### src/rtl/instruction_fetch_unit.sv
// Fetch unit: PC, 2-entry {data,pc} FIFO, one in-flight read, redirect flush.
// Define FETCH_DBG_PORT_EN to add a debug read port sharing pm_addr.
`ifndef PROGRAM_DATA_MAX_LENGTH
`define PROGRAM_DATA_MAX_LENGTH 8
`endif
`ifndef PROGRAM_DATA_SIZE
`define PROGRAM_DATA_SIZE 16
`endif

module instruction_fetch_unit #(
   parameter int                ADDR_W   = `PROGRAM_DATA_MAX_LENGTH,
   parameter int                DATA_W   = `PROGRAM_DATA_SIZE,
   parameter logic [ADDR_W-1:0] RESET_PC = '0
) (
   input  logic              clk,
   input  logic              rst,
   input  logic              enable,
   output logic [ADDR_W-1:0] pm_addr,
   input  logic [DATA_W-1:0] pm_data,
   output logic [DATA_W-1:0] instr,
   output logic [ADDR_W-1:0] instr_pc,
   output logic              instr_valid,
   input  logic              instr_ready,
   input  logic              redirect_valid,
   input  logic [ADDR_W-1:0] redirect_pc
`ifdef FETCH_DBG_PORT_EN
   ,
   input  logic              dbg_req,
   input  logic [ADDR_W-1:0] dbg_addr,
   output logic              dbg_ack,
   output logic [DATA_W-1:0] dbg_data
`endif
);

   logic [ADDR_W-1:0] r_pc;
   logic [ADDR_W-1:0] r_ifpc;
   logic              r_inflight;
   logic [1:0]        r_count;
   logic              r_head;
   logic [DATA_W-1:0] r_data [2];
   logic [ADDR_W-1:0] r_dpc  [2];

   logic              w_grant;
   logic              w_empty;
   logic              w_pop;
   logic              w_pop_q;
   logic              w_push_q;
   logic              w_issue;
   logic [1:0]        w_occ;
   logic              w_wr_idx;

`ifdef FETCH_DBG_PORT_EN
   logic r_dbg_pend;

   assign w_grant  = dbg_req;
   assign pm_addr  = dbg_req ? dbg_addr : r_pc;
   assign dbg_ack  = r_dbg_pend;
   assign dbg_data = r_dbg_pend ? pm_data : '0;

   // Independent of redirect so a pending ack always completes
   always_ff @(posedge clk or posedge rst) begin
      if (rst) r_dbg_pend <= 1'b0;
      else     r_dbg_pend <= dbg_req;
   end
`else
   assign w_grant = 1'b0;
   assign pm_addr = r_pc;
`endif

   // Returning read data is visible as the head while the FIFO is empty
   assign w_empty     = (r_count == 2'd0);
   assign instr_valid = !w_empty || r_inflight;
   assign w_pop       = instr_valid && instr_ready;
   assign w_pop_q     = w_pop && !w_empty;
   assign w_push_q    = r_inflight && !(w_pop && w_empty);
   assign w_occ       = r_count + {1'b0, r_inflight};
   assign w_wr_idx    = r_head ^ r_count[0];

   assign w_issue = enable && !redirect_valid && !w_grant &&
                    ((w_occ - {1'b0, w_pop}) < 2'd2);

   always_comb begin
      instr    = '0;
      instr_pc = '0;
      if (!w_empty) begin
         instr    = r_data[r_head];
         instr_pc = r_dpc[r_head];
      end else if (r_inflight) begin
         instr    = pm_data;
         instr_pc = r_ifpc;
      end
   end

   always_ff @(posedge clk or posedge rst) begin
      if (rst) begin
         r_pc       <= RESET_PC;
         r_ifpc     <= '0;
         r_inflight <= 1'b0;
         r_count    <= 2'd0;
         r_head     <= 1'b0;
      end else if (redirect_valid) begin
         r_pc       <= redirect_pc;
         r_inflight <= 1'b0;
         r_count    <= 2'd0;
         r_head     <= 1'b0;
      end else begin
         r_inflight <= w_issue;
         if (w_issue) begin
            r_pc   <= r_pc + ADDR_W'(1);
            r_ifpc <= r_pc;
         end
         if (w_pop_q) r_head <= ~r_head;
         r_count <= r_count + {1'b0, w_push_q} - {1'b0, w_pop_q};
      end
   end

   always_ff @(posedge clk) begin
      if (w_push_q && !redirect_valid) begin
         r_data[w_wr_idx] <= pm_data;
         r_dpc[w_wr_idx]  <= r_ifpc;
      end
   end

endmodule

### config.mk
export PLATFORM = sky130hd
export DESIGN_NAME = instruction_fetch_unit
export DESIGN_NICKNAME = d
export VERILOG_FILES = /design/src/rtl/instruction_fetch_unit.sv
export SDC_FILE = /design/constraint.sdc
export NUM_CORES = 1
export LEC_CHECK = 0
export ABC_CLOCK_PERIOD_IN_PS = 2700
export CAP_MARGIN = 10
export CORE_UTILIZATION = 51
export CTS_CLUSTER_DIAMETER = 100
export DETAILED_ROUTE_END_ITERATION = 7
export PLACE_DENSITY = 0.76
export SLEW_MARGIN = 20
export SYNTH_ARGS = -nofsm -noshare
export SYNTH_HDL_FRONTEND = slang
export SYNTH_SLANG_ARGS = --single-unit
### constraint.sdc
create_clock -name clk -period 2.7 [get_ports clk]
set_input_delay 0.27 -clock clk [delete_from_list [all_inputs] [get_ports clk]]
set_output_delay 0.27 -clock clk [all_outputs]
set_load 0.005 [all_outputs]
==> run_1/power_grid.png <==
Scale: 4 px per um. Pins as bars on the die edge.
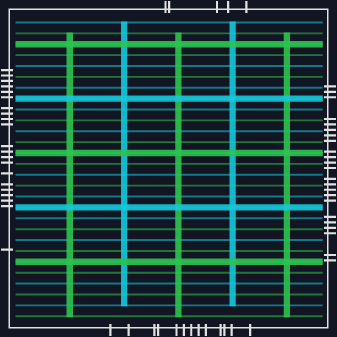
- VSS: green
- VDD: cyan
- rows: 27
- signal pins: 62
- met4 straps: 5
y dimension of the die: 79.28 um
die extent in x: 79.28 um

==> run_1/placement_by_type.png <==
Scale: 3 px per um. Fill, decap, tap and diode cells in gray.
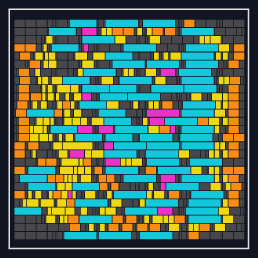
- other buffers and delay cells: orange (cells 74; share of their area 18%)
- flops: cyan (cells 68; share of their area 50%)
- clock drivers and dummy loads: magenta (cells 16; share of their area 4.9%)
- combinational and other logic: yellow (cells 154; share of their area 27%)

==> run_1/clk_routes.png <==
Scale: 8 px per um.
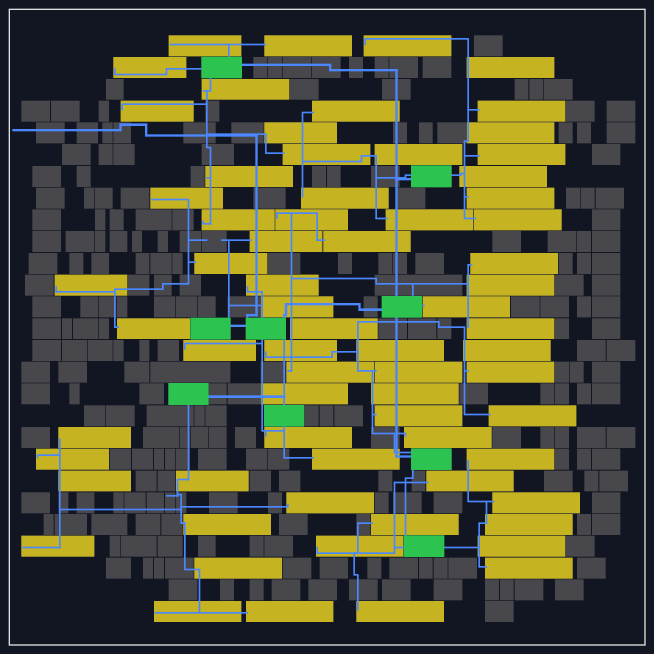
- clock drivers: green (count 9)
- clock wires: blue (length 770 um)
- flip-flops: yellow (count 68)
- routed clock nets: 10

==> run_1/wires.png <==
Scale: 4 px per um. Only two layers are drawn.
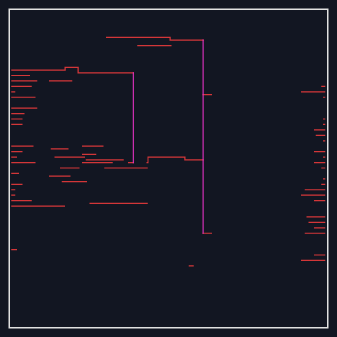
- metal 4: magenta (wire length 70.7 um)
- metal 3: red (wire length 302 um)

==> Flow_metrics.wiki, run 1 <==
== Implementation results ==
{| class="wikitable"
! Metric !! Value
|-
| Result of the run || complete, no violations
|-
| Syn_area_per_cell || 12.85 um^2
|-
| Number of DRC violations after detailed-routing iteration 0 || approximately 70
|-
| Init Core Util || a little over half
|-
| Total of hold buffers inserted after clock tree synthesis || 0
|-
| Maximum number of pins on one net before global-route repair || just over 50
|-
| Internal Pwr Total || 0.002402 W
|-
| Total area of multi-input combinational cells || slightly above 1000 um^2
|-
| Number of diodes || 0
|-
| Root cell of the clock tree || sky130_fd_sc_hd__clkbuf_8
|-
| Synth Warn # || 0
|-
| Sequential area share after synthesis || between 60 and 70%
|-
| Layout overhead on the synthesized area || 31.06%
|-
| Reg power frac || between 40% and 50%
|-
| Number of CTS-inserted buffers || 9
|-
| Final cycle utilization of the critical path || between 90 and 100%
|-
| Clock buffer depth || 2
|-
| Number of storage elements in the synthesis netlist || 68
|-
| Post-layout net count || around 340
|-
| Peak supply drop || 0.0005577 V
|-
| Fill cell total of the finished layout || 411
|-
| Number of failing setup endpoints in the final timing report || 0
|-
| Cell type of the slowest stage on the worst timing path || sky130_fd_sc_hd__or3_2
|-
| Unique masters post-synth || 30
|-
| Non-clock buffer count || approximately 74
|-
| Fraction of power consumed by the clock network || roughly 23%
|-
| I/O pin cnt || 62
|-
| Syn Std Cell Area || around 3000 um^2
|-
| Count of unresolved DRC violations after routing || 0
|-
| Fraction of standard cell area in multi-input logic || roughly a quarter
|-
| N_taps || 72
|-
| Accumulated negative setup slack || 0 ns
|-
| Post-synthesis cell count || between 200 and 250
|-
| Worst slew slack as a fraction of its limit || between 40% and 50%
|-
| Clock Sinks || ~68
|-
| Worst setup path category || register to register
|-
| Sum of buffers and inverters on the critical path || 1
|-
| Residual antenna-violating net count after detailed routing || 0
|-
| Routed wire length per instance || approximately 16 um
|-
| Worst path max stage delay || 0.49 ns
|-
| Gpl congestion || 0.8297
|-
| Total instance count after detailed placement || 368
|-
| Post-DP HPWL || just under 4000 um
|-
| Clock network area share || under 10%
|-
| CP delay by family, top || simple AND/OR/NAND/NOR gates
|-
| Max-slew violation total from the final report || 0
|-
| Total power divided by cell area || 876.0 nW/um^2
|-
| Total die size || between 6000 and 7000 um^2
|-
| Via Count || about 2,100
|-
| Worst-Margin Slew || 0.7611 ns
|-
| Startpoint type of the worst setup path || register
|-
| Post-Layout Cell Count || between 300 and 400
|-
| Port bufs || slightly above 60
|-
| Post-placement cell area || approximately 3800 um^2
|-
| Fmax || about 400 MHz
|-
| Fraction of power spent switching nets || 31.31%
|-
| Log Warnings || 26
|-
| Max-cap viol count || 0
|-
| Chip area in the Yosys report || 3045 um^2
|-
| GRT Total Usage || roughly 21%
|-
| Register Area || approximately 2000 um^2
|-
| Routed vias/inst || roughly 5.5
|-
| Most area-hungry cell class in the final design || registers
|-
| First-pass GRT wire length || between 10,000 and 15,000 um
|-
| P_sw || 0.001095 W
|-
| Vias in the first global route || 2,069
|-
| TritonCTS clock tree || built
|-
| Post-synthesis cell count from yosys || approximately 240
|-
| Leak Pwr || roughly 1.4 nW
|-
| Clock-pin slew reported for the worst setup and hold paths after clock tree synthesis || roughly 0.08 ns
|-
| Insertion Delay late pin || 0.34 ns
|-
| Worst-path cell chain || or3_2, and2_1, ha_1, nor2b_2, xnor2_1, nand3_1, buf_4, o311ai_0
|-
| Signal inverters || 8
|-
| Count of multi-input combinational gates || about 150
|-
| Post-route design area || roughly 4000 um^2
|-
| Site Rows || 27
|-
| Final count of hold timing violations || 0
|-
| Worst hold-check path type || input pin to asynchronous set/reset pin
|-
| Worst Skew || ~0.0080 ns
|-
| Crit path DAT || between 2 and 3 ns
|-
| FF+latch count || about 68
|-
| Non-clk buf share || ~18%
|-
| Highest fanout seen on the critical path || 4
|-
| Sum of overflow across all layers after global routing || 0
|-
| Fraction of power consumed by combinational cells || around 36%
|-
| Layout cells sized above 1 || 13.78%
|-
| Initial antenna violation count || 0
|-
| Element type at the critical path end || register
|-
| Leading cell types in the layout, fill and taps excluded || sky130_fd_sc_hd__clkdlybuf4s50_1 (61), sky130_fd_sc_hd__edfxtp_1 (48), sky130_fd_sc_hd__nand3_1 (29)
|-
| Leading cell type in the layout, fill and taps excluded || sky130_fd_sc_hd__clkdlybuf4s50_1
|-
| Period minus WS final || ~2.5 ns
|-
| Routed Wire Length || 6062 um
|-
| Drt first pass iters || 6
|-
| Placeable Area || roughly 5600 um^2
|-
| Count of clock-net buffers in the final layout || 9
|-
| Setup repair after global routing missed its margin || no
|-
| Required time of the critical path || approximately 2.9 ns
|-
| Nets in the synthesized netlist || about 270
|-
| Flop share of the area || 48.65%
|-
| H-Tree Depth || 3
|}
run 1: synth_stat cells (all sizes together):
cell | number | area share, %
edfxtp | 48 | 47
nand3 | 29 | 4.8
mux2i | 26 | 8.5
o21ai | 25 | 4.1
dfrtp | 20 | 16
nand2 | 11 | 1.4
clkbuf | 9 | 1.1
nor2 | 9 | 1.1
inv | 8 | 0.99
mux2 | 8 | 3.0
buf | 6 | 1.5
a31oi | 4 | 0.82
ha | 4 | 1.6
nor2b | 4 | 0.82
or4 | 4 | 0.99
o31ai | 3 | 0.74
or3 | 3 | 0.66
xnor2 | 3 | 0.86
xor2 | 3 | 0.86
nor4 | 2 | 0.41
o311ai | 2 | 0.58
a21oi | 1 | 0.16
a221o | 1 | 0.33
and2 | 1 | 0.21
nand4 | 1 | 0.21
o211ai | 1 | 0.25
o221ai | 1 | 0.29
run 1: worst paths after layout:
| check | from | to | slack, ns | cells after the start |
|---|---|---|---|---|
| max in group asynchronous | rst | r_ifpc[6]$_DFFE_PP0P_ | 1.85 | 2 |
| worst min register to register | r_ifpc[2]$_DFFE_PP0P_ | r_dpc[1][2]$_DFFE_PP_ | 0.51 | 0 |
| min in group clk | redirect_pc[1] | pm_addr[1]$_DFFE_PP0P_ | 0.49 | 3 |
| worst max register to register | r_count[0]$_DFF_PP0_ | pm_addr[7]$_DFFE_PP0P_ | 0.16 | 8 |
| worst min-delay path | rst | r_ifpc[7]$_DFFE_PP0P_ | 0.36 | 2 |
| worst max-delay path | r_count[0]$_DFF_PP0_ | pm_addr[7]$_DFFE_PP0P_ | 0.16 | 8 |
run 1: power by group through the flow:
stage	clock network (W)	registers, W	logic (W)
after detailed placement	0	0.00146	0.00122
after CTS	0.000816	0.00144	0.00123
after floorplan	0	0.00142	0.000693
final	0.000807	0.00144	0.00125
after global placement	0	0.00144	0.00120
after global routing	0.000859	0.00146	0.00137
run 1: metal layers:
layer	share of wire, %	up-vias	track usage [%]
met3	5.0	6	5.057
met5	0	-	0
met1	47	1009	28.12
li1	-	1020	-
met4	1.2	0	7.636
met2	47	77	35.00
run 1: cell families after synthesis:
group,count (synthesis),share of synthesized area (%)
and+or+nand+nor,64,10.52
adders and majority gates,4,1.643
DFF,68,63.76
xor gates and xnor gates,6,1.726
AOI/OAI and AO/OA,38,7.272
muxes,34,11.50
buffers and inverters,23,3.574
run 1: registers in the layout, summed over array words and instances, names as in the netlist:
signal and count:
r_ifpc 8, pm_addr 8, r_count 2, r_dpc 16
r_data 32, r_head 1, r_inflight 1
run 1: stage by stage:
| stage | utilization (%) | total power (W) | worst slack, ns | hold slack [ns] |
|---|---|---|---|---|
| floorplan | - | 0.002117 | 0.2207 | 0.2338 |
| global placement | 66.87 | 0.002646 | 0.1635 | 0.4731 |
| detailed placement | 66.87 | 0.002680 | 0.1051 | 0.4834 |
| CTS | 70.24 | 0.003487 | 0.07336 | 0.3872 |
| global route | 70.75 | 0.003690 | 0.02435 | 0.4208 |
| finish | 70.75 | 0.003496 | 0.1584 | 0.3593 |
run 1: repair_timing:
action | 4_1_cts | 5_1_grt
setup endpoints to repair | 0 | 8
gates resized | 0 | 4
buffers inserted | 0 | 0
==> run 2: changes to the inputs <==
--- a/config.mk
+++ b/config.mk
@@ -10,6 +10,7 @@
 export CORE_UTILIZATION = 51
 export CTS_CLUSTER_DIAMETER = 100
 export DETAILED_ROUTE_END_ITERATION = 7
+export HOLD_SLACK_MARGIN = 0.02
 export PLACE_DENSITY = 0.76
 export SLEW_MARGIN = 20
 export SYNTH_ARGS = -nofsm -noshare
==> run_2/placement.png <==
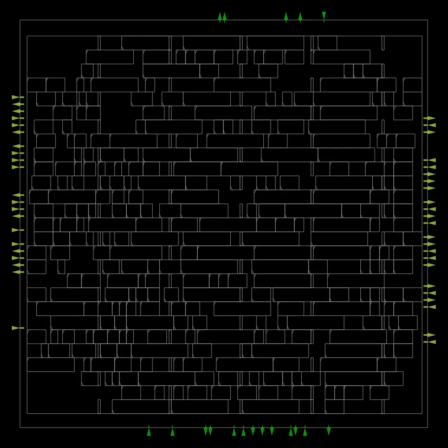
FF+latch count: 68
Site Rows: 27
fill cell total of the finished layout: 411
Post-Layout Cell Count: 384
Placeable Area: 5642 um^2

==> run_2/wires.png <==
Scale: 4 px per um. Only two layers are drawn.
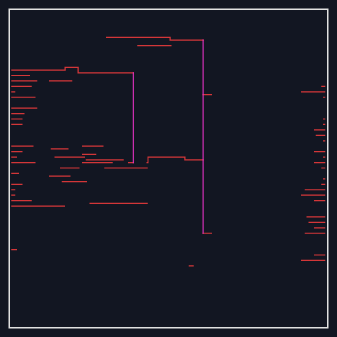
- metal 3: red (wire length 302 um)
- metal 4: magenta (wire length 70.7 um)
GRT Total Usage: 21.49%
Via Count: 2,112
routed wire length per instance: 15.79 um

==> run_2/power_grid.png <==
Scale: 4 px per um. Pins as bars on the die edge.
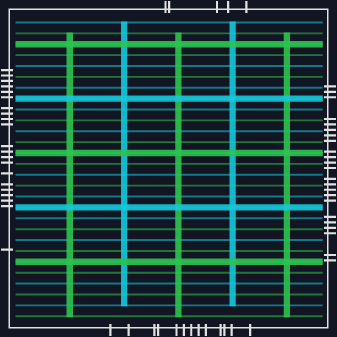
- VDD: cyan
- VSS: green
- met5 straps: 5
- signal pins: 62
- met1 rails: 28
- rows: 27
- met4 straps: 5
Peak supply drop: 0.0005577 V

==> run 2 against run 1 <==
Compared with the run above:
- combinational power about the same
- sequential power about the same
- largest cell class unchanged
- critical path depth unchanged
- sequential share of layout area stayed put
- register-to-register slack is essentially flat
- hold slack stayed put
- core utilization unchanged
- maximum frequency stayed put
- synthesized cell count unchanged
- clock power about the same
==> Flow_metrics.wiki, run 2 <==
== Implementation results ==
{| class="wikitable"
! Metric !! Value
|-
| Sum of overflow across all layers after global routing || 0 (unchanged)
|-
| Fraction of power consumed by the clock network || 23.1% (about the same)
|-
| Total area of multi-input combinational cells || 1031 um^2 (unchanged)
|-
| Insertion Delay late pin || 0.34 ns (about the same)
|-
| Max-area cell share || 47.33% (unchanged)
|-
| Total die size || 6285 um^2 (unchanged)
|-
| Fraction of power consumed by combinational cells || 35.8% (about the same)
|-
| Sequential area share after synthesis || 63.76% (unchanged)
|-
| Die extent in x || 79.28 um (unchanged)
|-
| First-pass GRT wire length || 10,080 um (unchanged)
|-
| Total power divided by cell area || 876.0 nW/um^2 (unchanged)
|-
| Max-slew violation total from the final report || 0 (unchanged)
|-
| Root cell of the clock tree || sky130_fd_sc_hd__clkbuf_8
|-
| Max-cap viol count || 0 (unchanged)
|-
| Init Core Util || 53.98% (unchanged)
|-
| Unique masters post-synth || 30 (unchanged)
|-
| Post-placement cell area || 3772 um^2 (unchanged)
|-
| Number of DRC violations after detailed-routing iteration 0 || 72 (unchanged)
|-
| Element type at the critical path end || register
|-
| Clock-pin slew reported for the worst setup and hold paths after clock tree synthesis || 0.08 ns (about the same)
|-
| Worst slew slack as a fraction of its limit || 49.20% (unchanged)
|-
| Ys async rst share || 29.41% (unchanged)
|-
| Gpl congestion || 0.8297 (unchanged)
|-
| Core Util, Final || 70.75% (unchanged)
|-
| TritonCTS clock tree || built
|-
| Largest area contributor in the netlist || sky130_fd_sc_hd__edfxtp_1
|-
| Post-route design area || 3991 um^2 (unchanged)
|-
| Fmax || 393.5 MHz (unchanged)
|-
| Accumulated negative setup slack || 0 ns (unchanged)
|-
| Maximum number of pins on one net before global-route repair || 51 (unchanged)
|-
| Internal Pwr Total || 0.002402 W (unchanged)
|-
| Result of the run || complete, no violations
|-
| Final cycle utilization of the critical path || 94.13% (unchanged)
|-
| Number of CTS-inserted buffers || 9 (unchanged)
|-
| Most Crowded Layer GR || met2
|-
| Log Warnings || 26 (unchanged)
|-
| Nets in the synthesized netlist || 270 (unchanged)
|-
| Startpoint type of the worst setup path || register
|-
| Post-synthesis cell count || 237 (unchanged)
|-
| Chip area in the Yosys report || 3045 um^2 (unchanged)
|-
| Highest fanout seen on the critical path || 4 (unchanged)
|-
| Largest cells by area after synthesis || sky130_fd_sc_hd__edfxtp_1 (47%), sky130_fd_sc_hd__dfrtp_1 (16%), sky130_fd_sc_hd__mux2i_1 (8.5%)
|-
| Layout cells sized above 1 || 13.78% (unchanged)
|-
| Number of diodes || 0 (unchanged)
|-
| Clock Sinks || 68 (unchanged)
|-
| M2 GR Usage || 35.00% (unchanged)
|-
| Post-synth EDFFs || 48 (unchanged)
|-
| Final count of hold timing violations || 0 (unchanged)
|-
| I/O pin cnt || 62 (unchanged)
|-
| Leading cell type in the layout, fill and taps excluded || sky130_fd_sc_hd__clkdlybuf4s50_1
|-
| Count of unresolved DRC violations after routing || 0 (unchanged)
|-
| Layout overhead on the synthesized area || 31.06% (unchanged)
|-
| Met3 usage || 5.057% (unchanged)
|-
| Worst-Margin Slew || 0.7611 ns (unchanged)
|-
| Main synth FF type || sky130_fd_sc_hd__edfxtp_1
|-
| Number of storage elements in the synthesis netlist || 68 (unchanged)
|-
| Post-synth top cells || sky130_fd_sc_hd__edfxtp_1 (48), sky130_fd_sc_hd__nand3_1 (29), sky130_fd_sc_hd__mux2i_1 (26)
|-
| Met1 track demand over resource || 28.12% (unchanged)
|-
| Required time of the critical path || 2.91 ns (about the same)
|-
| Crit path DAT || 2.76 ns (about the same)
|-
| Largest register FFs || 32 (unchanged)
|-
| Initial antenna violation count || 0 (unchanged)
|-
| Buffers inserted by post-CTS timing repair || 0 (unchanged)
|-
| Routed Wire Length || 6062 um (unchanged)
|-
| Leak Pwr || 1.416 nW (unchanged)
|-
| Count leader, synth || sky130_fd_sc_hd__edfxtp_1
|-
| P_sw || 0.001095 W (unchanged)
|-
| Register Area || 1942 um^2 (unchanged)
|-
| Drt first pass iters || 6 (unchanged)
|-
| Number of failing setup endpoints in the final timing report || 0 (unchanged)
|-
| Syn Std Cell Area || 3045 um^2 (unchanged)
|-
| H-Tree Depth || 3 (unchanged)
|-
| Setup repair after global routing missed its margin || no
|-
| Fraction of power spent switching nets || 31.31% (unchanged)
|-
| Worst Skew || 0.008006 ns (unchanged)
|-
| Slack of the worst reg-to-reg path || 0.16 ns (about the same)
|-
| Clock buffer depth || 2 (unchanged)
|-
| Worst setup path category || register to register
|-
| Vias in the first global route || 2,069 (unchanged)
|-
| Reg power frac || 41.2% (about the same)
|-
| Post-synthesis cell count from yosys || 237 (unchanged)
|-
| Syn_area_per_cell || 12.85 um^2 (unchanged)
|-
| Register bank with the most flops || r_data
|-
| Leading cell types in the layout, fill and taps excluded || sky130_fd_sc_hd__clkdlybuf4s50_1 (61), sky130_fd_sc_hd__edfxtp_1 (48), sky130_fd_sc_hd__nand3_1 (29)
|-
| Port bufs || 61 (unchanged)
|-
| Registers with the highest flip-flop counts || r_data x32, r_dpc x16
|-
| Y dimension of the die || 79.28 um (unchanged)
|-
| Routed vias/inst || 5.500 (unchanged)
|-
| Worst hold-check path type || input pin to asynchronous set/reset pin
|-
| Period minus WS final || 2.542 ns (unchanged)
|-
| Post-layout net count || 340 (unchanged)
|-
| Post-DP HPWL || 3930 um (unchanged)
|-
| Residual antenna-violating net count after detailed routing || 0 (unchanged)
|-
| Total power || 0.003496 W (unchanged)
|-
| Synth Warn # || 0 (unchanged)
|}
## run 2: area by class of cell
class | instances | area share [%]
inverter | 8 | 0.7524
multi-input combinational | 146 | 25.83
clock inverter | 7 | 1.661
timing repair buffer | 74 | 17.74
tap | 72 | 2.257
clock buffer | 9 | 3.103
sequential | 68 | 48.65
## run 2: power groups by stage
stage	clock network [W]	logic, W	registers [W]
floorplan	0	0.000693	0.00142
global placement	0	0.00120	0.00144
detailed placement	0	0.00122	0.00146
CTS	0.000816	0.00123	0.00144
global route	0.000859	0.00137	0.00146
finish	0.000807	0.00125	0.00144
## run 2: worst paths after layout
kind	start	endpoint	depth (start not counted)
max in group asynchronous	rst	r_ifpc[6]$_DFFE_PP0P_	2
max reg2reg	r_count[0]$_DFF_PP0_	pm_addr[7]$_DFFE_PP0P_	8
min in group clk	redirect_pc[1]	pm_addr[1]$_DFFE_PP0P_	3
min	rst	r_ifpc[7]$_DFFE_PP0P_	2
max	r_count[0]$_DFF_PP0_	pm_addr[7]$_DFFE_PP0P_	8
min reg2reg	r_ifpc[2]$_DFFE_PP0P_	r_dpc[1][2]$_DFFE_PP_	0
## run 2: critical path: stages, from the launching register on
cell,delay (ns)
sky130_fd_sc_hd__dfrtp_1,0.38
sky130_fd_sc_hd__or3_2,0.49
sky130_fd_sc_hd__and2_1,0.18
sky130_fd_sc_hd__ha_1,0.28
sky130_fd_sc_hd__nor2b_2,0.24
sky130_fd_sc_hd__xnor2_1,0.22
sky130_fd_sc_hd__nand3_1,0.14
sky130_fd_sc_hd__buf_4,0.17
sky130_fd_sc_hd__o311ai_0,0.33
## run 2: cells by family after synthesis
group,share of synthesized area (%)
XOR/XNOR,1.726
AND/OR/NAND/NOR,10.52
buffers and inverters,3.574
multiplexers,11.50
flip-flops,63.76
AND-OR/OR-AND,7.272
adder cells (fa/ha/maj),1.643
## run 2: timing repair
action                     4_1_cts  5_1_grt
hold buffers                     0        0
setup endpoints to repair        0        8
resized                          0        4
## run 2: routing by layer
| layer | up-vias | wire length (um) | part of all wire, % |
|---|---|---|---|
| li1 | 1020 | - | - |
| met1 | 1009 | 2827 | 47 |
| met2 | 77 | 2862 | 47 |
| met3 | 6 | 301 | 5.0 |
| met4 | 0 | 70 | 1.2 |
| met5 | - | 0 | 0 |
## run 2: metrics by stage
stage	hold slack [ns]	cells	setup WS, ns
final	0.3593	384	0.1584
after global routing	0.4208	384	0.02435
after CTS	0.3872	384	0.07336
after detailed placement	0.4834	368	0.1051
after global placement	0.4731	368	0.1635
after floorplan	0.2338	237	0.2207
==> run_2/placement_by_type.png <==
Scale: 3 px per um. Fill, decap, tap and diode cells in gray.
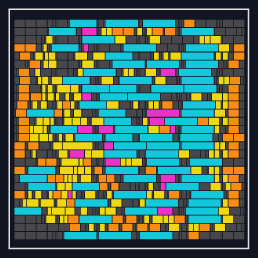

==> run 3: changes to the inputs <==
--- a/config.mk
+++ b/config.mk
@@ -5,13 +5,13 @@
 export SDC_FILE = /design/constraint.sdc
 export NUM_CORES = 1
 export LEC_CHECK = 0
-export ABC_CLOCK_PERIOD_IN_PS = 2700
+export ABC_CLOCK_PERIOD_IN_PS = 2100
 export CAP_MARGIN = 10
-export CORE_UTILIZATION = 51
+export CORE_UTILIZATION = 46
 export CTS_CLUSTER_DIAMETER = 100
 export DETAILED_ROUTE_END_ITERATION = 7
 export HOLD_SLACK_MARGIN = 0.02
-export PLACE_DENSITY = 0.76
+export PLACE_DENSITY = 0.73
 export SLEW_MARGIN = 20
 export SYNTH_ARGS = -nofsm -noshare
 export SYNTH_HDL_FRONTEND = slang
==> constraint.sdc (replaced) <==
create_clock -name clk -period 2.1 [get_ports clk]
set_input_delay 0.21 -clock clk [delete_from_list [all_inputs] [get_ports clk]]
set_output_delay 0.21 -clock clk [all_outputs]
set_load 0.005 [all_outputs]
==> run_3/placement_by_type.png <==
Scale: 3 px per um. Fill, decap, tap and diode cells in gray.
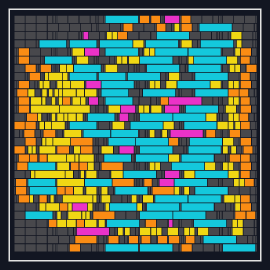
- other buffers and delay cells: orange (cells 83; share of their area 20%)
- flops: cyan (cells 68; share of their area 46%)
- clock drivers and dummy loads: magenta (cells 16; share of their area 5.7%)
- combinational and other logic: yellow (cells 155; share of their area 28%)

==> run_3/clk_routes.png <==
Scale: 6 px per um.
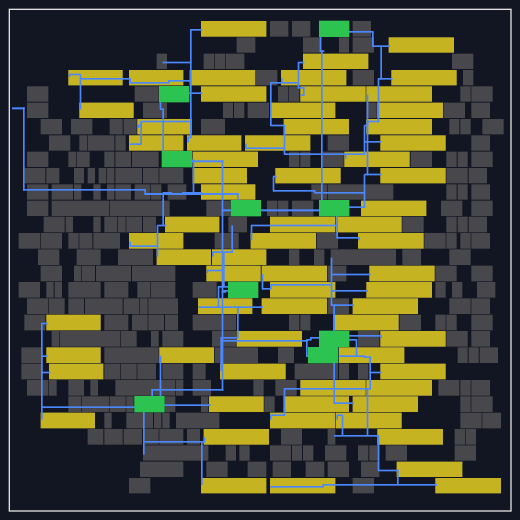
- flip-flops: yellow (count 68)
- clock wires: blue (length 749 um)
- clock drivers: green (count 9)
- routed clock nets: 10

==> run 3 against run 2 <==
Compared with the run above:
- design area is 7.9% higher
- clock skew is 0.0040 ns higher
- the flow now finishes with violations (negative setup slack)
- area after synthesis stayed put
- maximum frequency is 13% higher
==> Flow_metrics.wiki, run 3 <==
== Implementation results ==
{| class="wikitable"
! Metric !! Value
|-
| Result of the run || finished, violations left
|-
| Failing checks || negative setup slack
|-
| Site Rows || 29 (+7.4%)
|-
| Accumulated negative setup slack || -1.792 ns (-1.792 ns)
|-
| First-pass GRT wire length || 10,120 um (+0.42%)
|-
| Setup repair after global routing missed its margin || yes
|-
| Sum of buffers and inverters on the critical path || 2 (+1)
|-
| Unique masters post-synth || 30 (unchanged)
|-
| Syn Std Cell Area || 3045 um^2 (unchanged)
|-
| Element type at the critical path end || register
|-
| Cell mode on critical path || sky130_fd_sc_hd__xor2_4
|-
| Register Area || 1942 um^2 (unchanged)
|-
| Port bufs || 61 (unchanged)
|-
| Number of DRC violations after detailed-routing iteration 0 || 113 (+57%)
|-
| Worst setup path category || register to register
|-
| Residual antenna-violating net count after detailed routing || 0 (unchanged)
|-
| Highest fanout seen on the critical path || 5 (+1)
|-
| Worst-case setup margin in the final layout || -0.1565 ns (-0.3149 ns)
|-
| Max-slew violation total from the final report || 0 (unchanged)
|-
| Init Core Util || 47.69% (-6.3 points)
|-
| Top Metal Used || met4
|-
| Main synth FF type || sky130_fd_sc_hd__edfxtp_1
|-
| Worst path max stage delay || 0.39 ns (-0.10 ns)
|-
| Max-area cell share || 47.33% (unchanged)
|-
| Largest register FFs || 32 (unchanged)
|-
| Largest cells by area after synthesis || sky130_fd_sc_hd__edfxtp_1 (47%), sky130_fd_sc_hd__dfrtp_1 (16%), sky130_fd_sc_hd__mux2i_1 (8.5%)
|-
| Nets in the synthesized netlist || 270 (unchanged)
|-
| Startpoint type of the worst setup path || register
|-
| Worst slew slack as a fraction of its limit || 50.77% (+1.6 points)
|-
| Post-synth EDFFs || 48 (unchanged)
|-
| H-Tree Depth || 3 (unchanged)
|-
| Leading cell types in the layout, fill and taps excluded || sky130_fd_sc_hd__edfxtp_1 (48), sky130_fd_sc_hd__clkdlybuf4s50_1 (37), sky130_fd_sc_hd__nand3_1 (28)
|-
| GRT Total Usage || 18.71% (-2.8 points)
|-
| Final count of hold timing violations || 0 (unchanged)
|-
| Post-place setup slack || -0.09391 ns (-0.1990 ns)
|-
| Registers with the highest flip-flop counts || r_data x32, r_dpc x16
|-
| Initial antenna violation count || 0 (unchanged)
|-
| Largest area contributor in the netlist || sky130_fd_sc_hd__edfxtp_1
|-
| Post-synth top cells || sky130_fd_sc_hd__edfxtp_1 (48), sky130_fd_sc_hd__nand3_1 (29), sky130_fd_sc_hd__mux2i_1 (26)
|-
| Number of failing setup endpoints in the final timing report || 14 (+14)
|-
| CP delay by family, top || simple AND/OR/NAND/NOR gates
|-
| Number of CTS-inserted buffers || 9 (unchanged)
|-
| Count leader, synth || sky130_fd_sc_hd__edfxtp_1
|-
| Ys async rst share || 29.41% (unchanged)
|-
| Required time of the critical path || 2.36 ns (-0.55 ns)
|-
| Vias in the first global route || 2,109 (+1.9%)
|-
| Crit path DAT || 2.52 ns (-0.24 ns)
|-
| Post-placement cell area || 3936 um^2 (+4.3%)
|-
| TritonCTS clock tree || built
|-
| Clock-pin slew reported for the worst setup and hold paths after clock tree synthesis || 0.07 ns (about the same)
|-
| Leak Pwr || 1.634 nW (+15%)
|-
| Chip area in the Yosys report || 3045 um^2 (unchanged)
|-
| Cell type of the slowest stage on the worst timing path || sky130_fd_sc_hd__dfrtp_1
|-
| Sequential area share after synthesis || 63.76% (unchanged)
|-
| Number of diodes || 0 (unchanged)
|-
| Worst-path cell chain || or3_4, and2_4, ha_4, xor2_4, buf_12, xor2_4, buf_6, or4_1, nand3_1
|-
| Routed Wire Length || 6356 um (+4.8%)
|-
| Number of storage elements in the synthesis netlist || 68 (unchanged)
|-
| Sum of overflow across all layers after global routing || 0 (unchanged)
|-
| Clock Sinks || 68 (unchanged)
|-
| Via Count || 2,187 (+3.6%)
|-
| Maximum number of pins on one net before global-route repair || 51 (unchanged)
|-
| Post-synthesis cell count || 237 (unchanged)
|}
==> run_3/power_grid.png <==
Scale: 4 px per um. Pins as bars on the die edge.
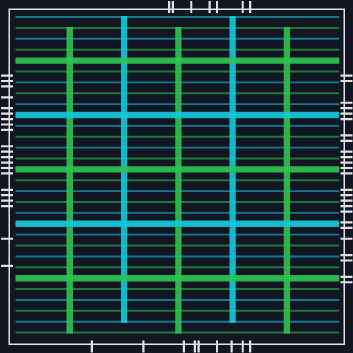
- VDD: cyan
- VSS: green
- met4 straps: 5
- met5 straps: 5
- met1 rails: 30
- rows: 29
- signal pins: 62

## run 3: cell counts after synthesis
No cell type changed its count.
## run 3: what timing repair did
item                       in CTS  in global routing
pin swaps                       2                 11
setup buffers                   1                  4
cloned                          0                  1
gates resized                  28                 10
setup endpoints to repair      38                 15
## run 3: layer usage
layer,up-vias,GRT usage (%)
met1,1038,24.56
met3,17,3.976
met4,0,8.621
met5,-,0
met2,87,29.88
li1,1045,-
## run 3: final timing paths
check	from	endpoint	slack, ns	cells after the start
setup reg to reg	r_count[1]$_DFF_PP0_	pm_addr[2]$_DFFE_PP0P_	-0.16	9
max in group asynchronous	rst	r_ifpc[2]$_DFFE_PP0P_	1.33	2
hold reg to reg	r_ifpc[5]$_DFFE_PP0P_	r_dpc[0][5]$_DFFE_PP_	0.49	0
setup / recovery	r_count[1]$_DFF_PP0_	pm_addr[2]$_DFFE_PP0P_	-0.16	9
hold / removal	rst	r_count[0]$_DFF_PP0_	0.30	2
min in group clk	redirect_pc[1]	pm_addr[1]$_DFFE_PP0P_	0.45	3
## run 3: cell type report
cell class | count | area share, %
Sequential cell | 68 | 45.09
Multi-Input combinational cell | 147 | 27.08
Timing Repair Buffer | 83 | 19.32
Clock buffer | 10 | 2.963
Clock inverter | 6 | 2.615
Tap cell | 77 | 2.237
Inverter | 8 | 0.6973
## run 3: cells by family after synthesis
| logic type | count (synthesis) | share of synthesized area [%] |
|---|---|---|
| flops | 68 | 63.76 |
| simple gates | 64 | 10.52 |
| compound gates | 38 | 7.272 |
| mux | 34 | 11.50 |
| buf+inv | 23 | 3.574 |
| xor+xnor | 6 | 1.726 |
| fa+ha+maj | 4 | 1.643 |
## run 3: power breakdown
| part | switching [W] | internal [W] | leakage (nW) |
|---|---|---|---|
| registers | 0.000175 | 0.00169 | 0.675 |
| clock network | 0.000479 | 0.000791 | 0.120 |
| logic | 0.000856 | 0.00101 | 0.838 |
## run 3: metrics by stage
| stage | hold WS, ns | std cells |
|---|---|---|
| after floorplan | 0.1738 | 237 |
| after global placement | 0.4721 | 377 |
| after detailed placement | 0.4807 | 377 |
| after CTS | 0.3063 | 394 |
| after global routing | 0.3829 | 399 |
| final | 0.2964 | 399 |
Power is estimated from default activity; no workload was simulated.
